Placed standard cells:
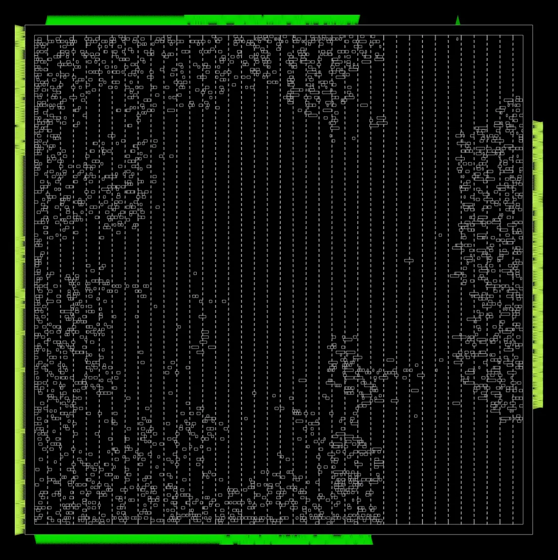
I/O pins on the die edge:
Pins as bars across the die edge, other pins in gray.
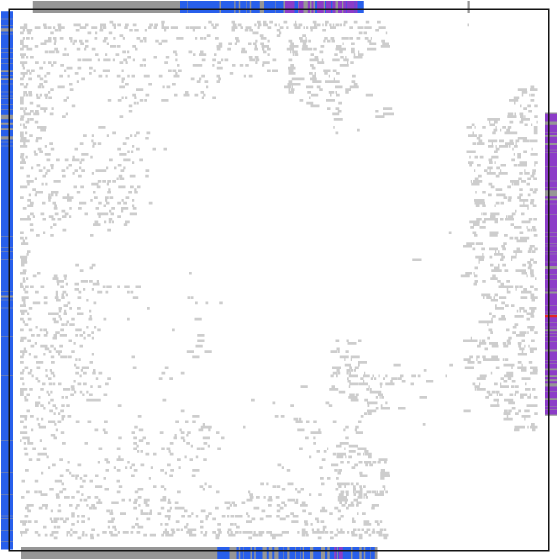
**src/rtl/axi_rd_arb_if.sv**
```systemverilog
// Bundles the requester ports and the AXI AR/R channels of the read arbiter.
// "master" is the arbiter side (AXI master); "slave" is the requesters plus memory.
interface axi_rd_arb_if #(
   parameter int NPORT = 3,
   parameter int IDW   = 16
);
   logic [NPORT-1:0]      req_valid;
   logic [64*NPORT-1:0]   req_addr;
   logic [8*NPORT-1:0]    req_len;
   logic [NPORT-1:0]      req_ready;
   logic [511:0]          rsp_data;
   logic [NPORT-1:0]      rsp_valid;
   logic                  rsp_last;
   logic                  rsp_err;
   logic [NPORT-1:0]      rsp_ready;
   logic [IDW-1:0]        arid_m;
   logic [63:0]           araddr_m;
   logic [7:0]            arlen_m;
   logic [2:0]            arsize_m;
   logic                  arvalid_m;
   logic                  arready_m;
   logic [IDW-1:0]        rid_m;
   logic [511:0]          rdata_m;
   logic [1:0]            rresp_m;
   logic                  rlast_m;
   logic                  rvalid_m;
   logic                  rready_m;

   modport master (
      input  req_valid, req_addr, req_len, rsp_ready,
      input  arready_m, rid_m, rdata_m, rresp_m, rlast_m, rvalid_m,
      output req_ready, rsp_data, rsp_valid, rsp_last, rsp_err,
      output arid_m, araddr_m, arlen_m, arsize_m, arvalid_m, rready_m
   );

   modport slave (
      output req_valid, req_addr, req_len, rsp_ready,
      output arready_m, rid_m, rdata_m, rresp_m, rlast_m, rvalid_m,
      input  req_ready, rsp_data, rsp_valid, rsp_last, rsp_err,
      input  arid_m, araddr_m, arlen_m, arsize_m, arvalid_m, rready_m
   );
endinterface

```
**src/rtl/axi_rd_arb.sv**
```systemverilog
// Round-robin arbiter funnelling NPORT burst requesters onto one AXI read port,
// with a single burst in flight and sticky error reporting.
module axi_rd_arb #(
   parameter int NPORT = 3,
   parameter int IDW   = 16
) (
   input  logic        clk,
   input  logic        rst_n,
   axi_rd_arb_if.master bus,
   output logic        busy,
   output logic [1:0]  err_sticky
);
   localparam int GW = 2;

   typedef enum logic [1:0] {IDLE, ADDR, DATA} state_t;

   state_t          state_reg, state_next;
   logic [GW-1:0]   last_grant_reg, last_grant_next;
   logic [GW-1:0]   grant_reg, grant_next;
   logic [63:0]     addr_reg, addr_next;
   logic [7:0]      len_reg, len_next;
   logic [7:0]      beat_reg, beat_next;
   logic [1:0]      err_reg, err_next;

   logic [GW-1:0]   winner;
   logic [GW-1:0]   cand;
   logic            found;
   logic            hs;
   logic [NPORT-1:0] req_ready_c;
   int              idx;

   // Rotating priority: the port just after the last winner is considered first.
   always_comb begin
      winner = last_grant_reg;
      found  = 1'b0;
      idx    = 0;
      cand   = '0;
      for (int k = 1; k <= NPORT; k++) begin
         idx = int'(last_grant_reg) + k;
         if (idx >= NPORT) idx = idx - NPORT;
         cand = GW'(idx);
         if (!found && bus.req_valid[cand]) begin
            found  = 1'b1;
            winner = cand;
         end
      end
   end

   always_comb begin
      state_next      = state_reg;
      last_grant_next = last_grant_reg;
      grant_next      = grant_reg;
      addr_next       = addr_reg;
      len_next        = len_reg;
      beat_next       = beat_reg;
      err_next        = err_reg;
      req_ready_c     = '0;
      hs              = 1'b0;
      bus.arvalid_m   = 1'b0;
      bus.rready_m    = 1'b0;
      bus.rsp_valid   = '0;
      bus.rsp_data    = '0;
      bus.rsp_last    = 1'b0;
      bus.rsp_err     = 1'b0;
      unique case (state_reg)
         IDLE: begin
            if (found) begin
               req_ready_c = NPORT'(1) << winner;
               grant_next  = winner;
               addr_next   = bus.req_addr[64*winner +: 64];
               len_next    = bus.req_len[8*winner +: 8];
               state_next  = ADDR;
            end
         end
         ADDR: begin
            bus.arvalid_m = 1'b1;
            if (bus.arready_m) begin
               state_next = DATA;
               beat_next  = '0;
            end
         end
         DATA: begin
            bus.rready_m             = bus.rsp_ready[grant_reg];
            bus.rsp_valid[grant_reg] = bus.rvalid_m;
            bus.rsp_data             = bus.rdata_m;
            bus.rsp_last             = bus.rlast_m;
            bus.rsp_err              = (bus.rresp_m != 2'b00);
            hs = bus.rvalid_m & bus.rsp_ready[grant_reg];
            if (hs) begin
               beat_next = beat_reg + 8'd1;
               if (bus.rresp_m != 2'b00) err_next[0] = 1'b1;
               // Protocol checks only flag; burst termination follows rlast alone.
               if ((bus.rid_m != bus.arid_m) ||
                   (bus.rlast_m && (beat_reg != len_reg)) ||
                   (!bus.rlast_m && (beat_reg == len_reg)))
                  err_next[1] = 1'b1;
               if (bus.rlast_m) begin
                  state_next      = IDLE;
                  last_grant_next = grant_reg;
               end
            end
         end
         default: state_next = IDLE;
      endcase
   end

   always_ff @(posedge clk or negedge rst_n) begin
      if (!rst_n) begin
         state_reg      <= IDLE;
         last_grant_reg <= GW'(NPORT-1);
         grant_reg      <= '0;
         addr_reg       <= '0;
         len_reg        <= '0;
         beat_reg       <= '0;
         err_reg        <= '0;
      end else begin
         state_reg      <= state_next;
         last_grant_reg <= last_grant_next;
         grant_reg      <= grant_next;
         addr_reg       <= addr_next;
         len_reg        <= len_next;
         beat_reg       <= beat_next;
         err_reg        <= err_next;
      end
   end

   // Grant is combinational from req_valid, so it is masked while reset is held.
   assign bus.req_ready = req_ready_c & {NPORT{rst_n}};
   assign bus.arid_m    = IDW'(grant_reg);
   assign bus.araddr_m  = addr_reg;
   assign bus.arlen_m   = len_reg;
   assign bus.arsize_m  = 3'd6;
   assign busy          = (state_reg != IDLE);
   assign err_sticky    = err_reg;
endmodule

```
**src/flat_wrapper.sv**
```systemverilog
// flat-port wrapper written by rule: the top's interface ports become plain ports
module axi_rd_arb_flat 
#(
   parameter int NPORT = 3,
   parameter int IDW   = 16
)
  (clk, rst_n, busy, err_sticky, bus_req_valid, bus_req_addr, bus_req_len, bus_rsp_ready, bus_arready_m, bus_rid_m, bus_rdata_m, bus_rresp_m, bus_rlast_m, bus_rvalid_m, bus_req_ready, bus_rsp_data, bus_rsp_valid, bus_rsp_last, bus_rsp_err, bus_arid_m, bus_araddr_m, bus_arlen_m, bus_arsize_m, bus_arvalid_m, bus_rready_m);
  axi_rd_arb_if #(.NPORT(NPORT), .IDW(IDW)) bus_i ();
  input  logic clk;
  input  logic rst_n;
  output logic busy;
  output logic [1:0] err_sticky;
  input wire logic [$bits(bus_i.req_valid)-1:0] bus_req_valid;
  input wire logic [$bits(bus_i.req_addr)-1:0] bus_req_addr;
  input wire logic [$bits(bus_i.req_len)-1:0] bus_req_len;
  input wire logic [$bits(bus_i.rsp_ready)-1:0] bus_rsp_ready;
  input wire logic [$bits(bus_i.arready_m)-1:0] bus_arready_m;
  input wire logic [$bits(bus_i.rid_m)-1:0] bus_rid_m;
  input wire logic [$bits(bus_i.rdata_m)-1:0] bus_rdata_m;
  input wire logic [$bits(bus_i.rresp_m)-1:0] bus_rresp_m;
  input wire logic [$bits(bus_i.rlast_m)-1:0] bus_rlast_m;
  input wire logic [$bits(bus_i.rvalid_m)-1:0] bus_rvalid_m;
  output wire logic [$bits(bus_i.req_ready)-1:0] bus_req_ready;
  output wire logic [$bits(bus_i.rsp_data)-1:0] bus_rsp_data;
  output wire logic [$bits(bus_i.rsp_valid)-1:0] bus_rsp_valid;
  output wire logic [$bits(bus_i.rsp_last)-1:0] bus_rsp_last;
  output wire logic [$bits(bus_i.rsp_err)-1:0] bus_rsp_err;
  output wire logic [$bits(bus_i.arid_m)-1:0] bus_arid_m;
  output wire logic [$bits(bus_i.araddr_m)-1:0] bus_araddr_m;
  output wire logic [$bits(bus_i.arlen_m)-1:0] bus_arlen_m;
  output wire logic [$bits(bus_i.arsize_m)-1:0] bus_arsize_m;
  output wire logic [$bits(bus_i.arvalid_m)-1:0] bus_arvalid_m;
  output wire logic [$bits(bus_i.rready_m)-1:0] bus_rready_m;
  assign bus_i.req_valid = bus_req_valid;
  assign bus_i.req_addr = bus_req_addr;
  assign bus_i.req_len = bus_req_len;
  assign bus_i.rsp_ready = bus_rsp_ready;
  assign bus_i.arready_m = bus_arready_m;
  assign bus_i.rid_m = bus_rid_m;
  assign bus_i.rdata_m = bus_rdata_m;
  assign bus_i.rresp_m = bus_rresp_m;
  assign bus_i.rlast_m = bus_rlast_m;
  assign bus_i.rvalid_m = bus_rvalid_m;
  assign bus_req_ready = bus_i.req_ready;
  assign bus_rsp_data = bus_i.rsp_data;
  assign bus_rsp_valid = bus_i.rsp_valid;
  assign bus_rsp_last = bus_i.rsp_last;
  assign bus_rsp_err = bus_i.rsp_err;
  assign bus_arid_m = bus_i.arid_m;
  assign bus_araddr_m = bus_i.araddr_m;
  assign bus_arlen_m = bus_i.arlen_m;
  assign bus_arsize_m = bus_i.arsize_m;
  assign bus_arvalid_m = bus_i.arvalid_m;
  assign bus_rready_m = bus_i.rready_m;
  axi_rd_arb #(.NPORT(NPORT), .IDW(IDW)) u_core (.clk(clk), .rst_n(rst_n), .bus(bus_i), .busy(busy), .err_sticky(err_sticky));
endmodule
```
**config.mk**
```make
export PLATFORM = sky130hd
export DESIGN_NAME = axi_rd_arb_flat
export DESIGN_NICKNAME = d
export VERILOG_FILES = /design/src/rtl/axi_rd_arb_if.sv /design/src/rtl/axi_rd_arb.sv /design/src/flat_wrapper.sv
export SDC_FILE = /design/constraint.sdc
export NUM_CORES = 1
export LEC_CHECK = 0
export CORE_AREA = 10 10 532 534
export DETAILED_ROUTE_END_ITERATION = 10
export DIE_AREA = 0 0 542 544
export PLACE_DENSITY_LB_ADDON = 0.15
export SLEW_MARGIN = 5
export SYNTH_ARGS = -nofsm -noshare
export SYNTH_HDL_FRONTEND = slang
export SYNTH_SLANG_ARGS = --single-unit
```
**constraint.sdc**
```tcl
create_clock -name clk -period 4.1 [get_ports clk]
set_input_delay 1.23 -clock clk [delete_from_list [all_inputs] [get_ports clk]]
set_output_delay 1.23 -clock clk [all_outputs]
set_load 0.005 [all_outputs]
```
==> flow_summary_export.csv <==
group,metric,value,unit
status,outcome,"finished, final reports clean",
logic_synthesis,yosysTopAreaCell,"and2_1",
logic_synthesis,top_cell,"and2_1",
route,ant_nets,0,
finish,comb_share,22.3,%
final_timing,skew,17.5,ps
route,first_pass_iters,5,
grt,grt_overflow,0,
logic_synthesis,synth_cells,1125,
route,vias,14200,
final_timing,fin_setup_tns,0,ps
final_timing,slew_viol_final,0,
placement,hpwl,157,mm
logic_synthesis,syn_avg_cell_area,8.20,um^2
worst_setup_path,worstSetupEndpointType,"output port",
finish,drive_gt1_share,10.1,%
finish,syn_to_final_growth,202,%
logic_synthesis,synth_area,9230,um^2
logic_synthesis,ys_warn_count,0,
floorplanning,die_h,544,um
power,powerClk,995,uW
clocking,numCtsBuffers,9,
worst_setup_path,timing.rr.end,"u_core.bus.araddr_m[7]$_DFFE_PN0P_",
final_timing,whs,468,ps
worst_setup_path,worstPathArrival,2840,ps
power,power.largest_group,"combinational cells",
worst_setup_path,crit_end,"bus_req_ready[0]",
power,total_power,13.5,mW
logic_synthesis,synth_flops,88,
finish,clock_area_share,1.07,%
logic_synthesis,yosys_area,9230,um^2
power,swShare,47.7,%
route,m1WireLength,62.2,mm
finish,n_all_inverters,77,
finish,largest_class,"non-clock buffers",
finish,seqCellArea,2200,um^2
final_timing,final.period_utilization,99.3,%
placement,placed_cell_area,27400,um^2
final_timing,setup_viol,0,
finish,num-clock-buffers,11,
grt,grt_busiest_layer,"met2",
worst_setup_path,rr_worst_depth,10,
final_timing,hold_viol,0,
finish,flops,88,
hold_path,worst_hold_startpoint,"u_core.err_sticky[1]$_DFFE_PN0P_",
floorplanning,fp.dieW,542,um
logic_synthesis,synthArstFlopShare,100,%
route,vias_per_cell,2.32,
worst_setup_path,cp_max_fo,5,
clocking,cts_setup_buffers,1,
clocking,cts_tree,"built",
logic_synthesis,top_cells_by_count,"and2_1, dfrtp_1, nand2_1, inv_1, mux2i_1",
clocking,ctsHoldBuffers,0,
placement,routabilityCongestion,0.896,
power,seq_power_share,11.9,%
clocking,clkLatencyLatePin,430,ps
finish,comb.multi_input.count,865,
logic_synthesis,flop_cell,"dfrtp_1",
clocking,cts_resized,22,
finish,bufAreaShareNonClock,51.1,%
run,openroad.warnings,32,
finish,mostFrequentLayoutCell,"clkdlybuf4s50_1",
finish,final_util,10.2,%
floorplanning,fp_util,3.39,%
power,cellInternalPower,7.04,mW
power,combPwrFrac,80.7,%
grt,grt_use_met3,5.91,%
worst_setup_path,cp_cell_sequence,"dlygate4sd2_1, mux2_4, a211o_1, a31o_1, nand3_1, buf_4, nor2_1, clkdlybuf4s15_2",
clocking,clkTransAtPathRegs,70,ps
placement,pre_cts_ws,-538,ps
logic_synthesis,area_leaders,"and2_1, dfrtp_1, o221ai_2",
grt,grtUsageTotal,10.8,%
finish,logic_area,6220,um^2
finish,largest_reg_flops,64,
placement,dp.cells,6043,
route,routedWlPerCell,27.8,um
logic_synthesis,seq_area_frac_synth,23.9,%
route,totalWireLength,170,mm
route,drc,0,
final_timing,setup_slack,28.2,ps
finish,lay_top_cells,"clkdlybuf4s50_1, and2_1, buf_4",
placement,port_buffers,1355,
final_timing,rsz0062_at_grt,"true",
final_timing,fin_crit,4070,ps
floorplanning,die-area,295000,um^2
hold_path,whs_endpoint,"u_core.err_sticky[1]$_DFFE_PN0P_",
Back to the opening pictures, 'placed standard cells':
sequential share of cell area: 7.92%
fillers: 31700
core area: 272000 um^2
Tapcells: 3589

Back to the opening pictures, 'I/O pins on the die edge':
| color | port | pins | direction | edge |
|---|---|---|---|---|
| blue | `bus_rdata_m` | 512 | input | 346 west, 95 north, 71 south |
| red | `busy` | 1 | output | east |
| purple | `bus_req_addr` | 192 | input | 156 east, 33 north, 3 south |

==> kinds of logic (layout without fill, tap and decap cells) <==
kind of cell / after synthesis / count (layout) / synth area share [%]
other: 2 / 57 / 0.0814
multiplexers: 78 / 78 / 8.54
AND-OR/OR-AND: 96 / 96 / 13.4
buffers and inverters: 187 / 1518 / 10.2
adder cells (fa/ha/maj): 5 / 5 / 0.678
flip-flops: 88 / 88 / 23.9
XOR/XNOR: 15 / 15 / 1.42
AND/OR/NAND/NOR: 654 / 654 / 41.8
==> worst max-delay path, delay by kind of cell <==
kind / cells / cell delay, ps
AOI/OAI and AO/OA: 2 / 530
muxes: 1 / 310
buffers and inverters: 3 / 610
and+or+nand+nor: 2 / 160
Power is estimated from default activity; no workload was simulated.
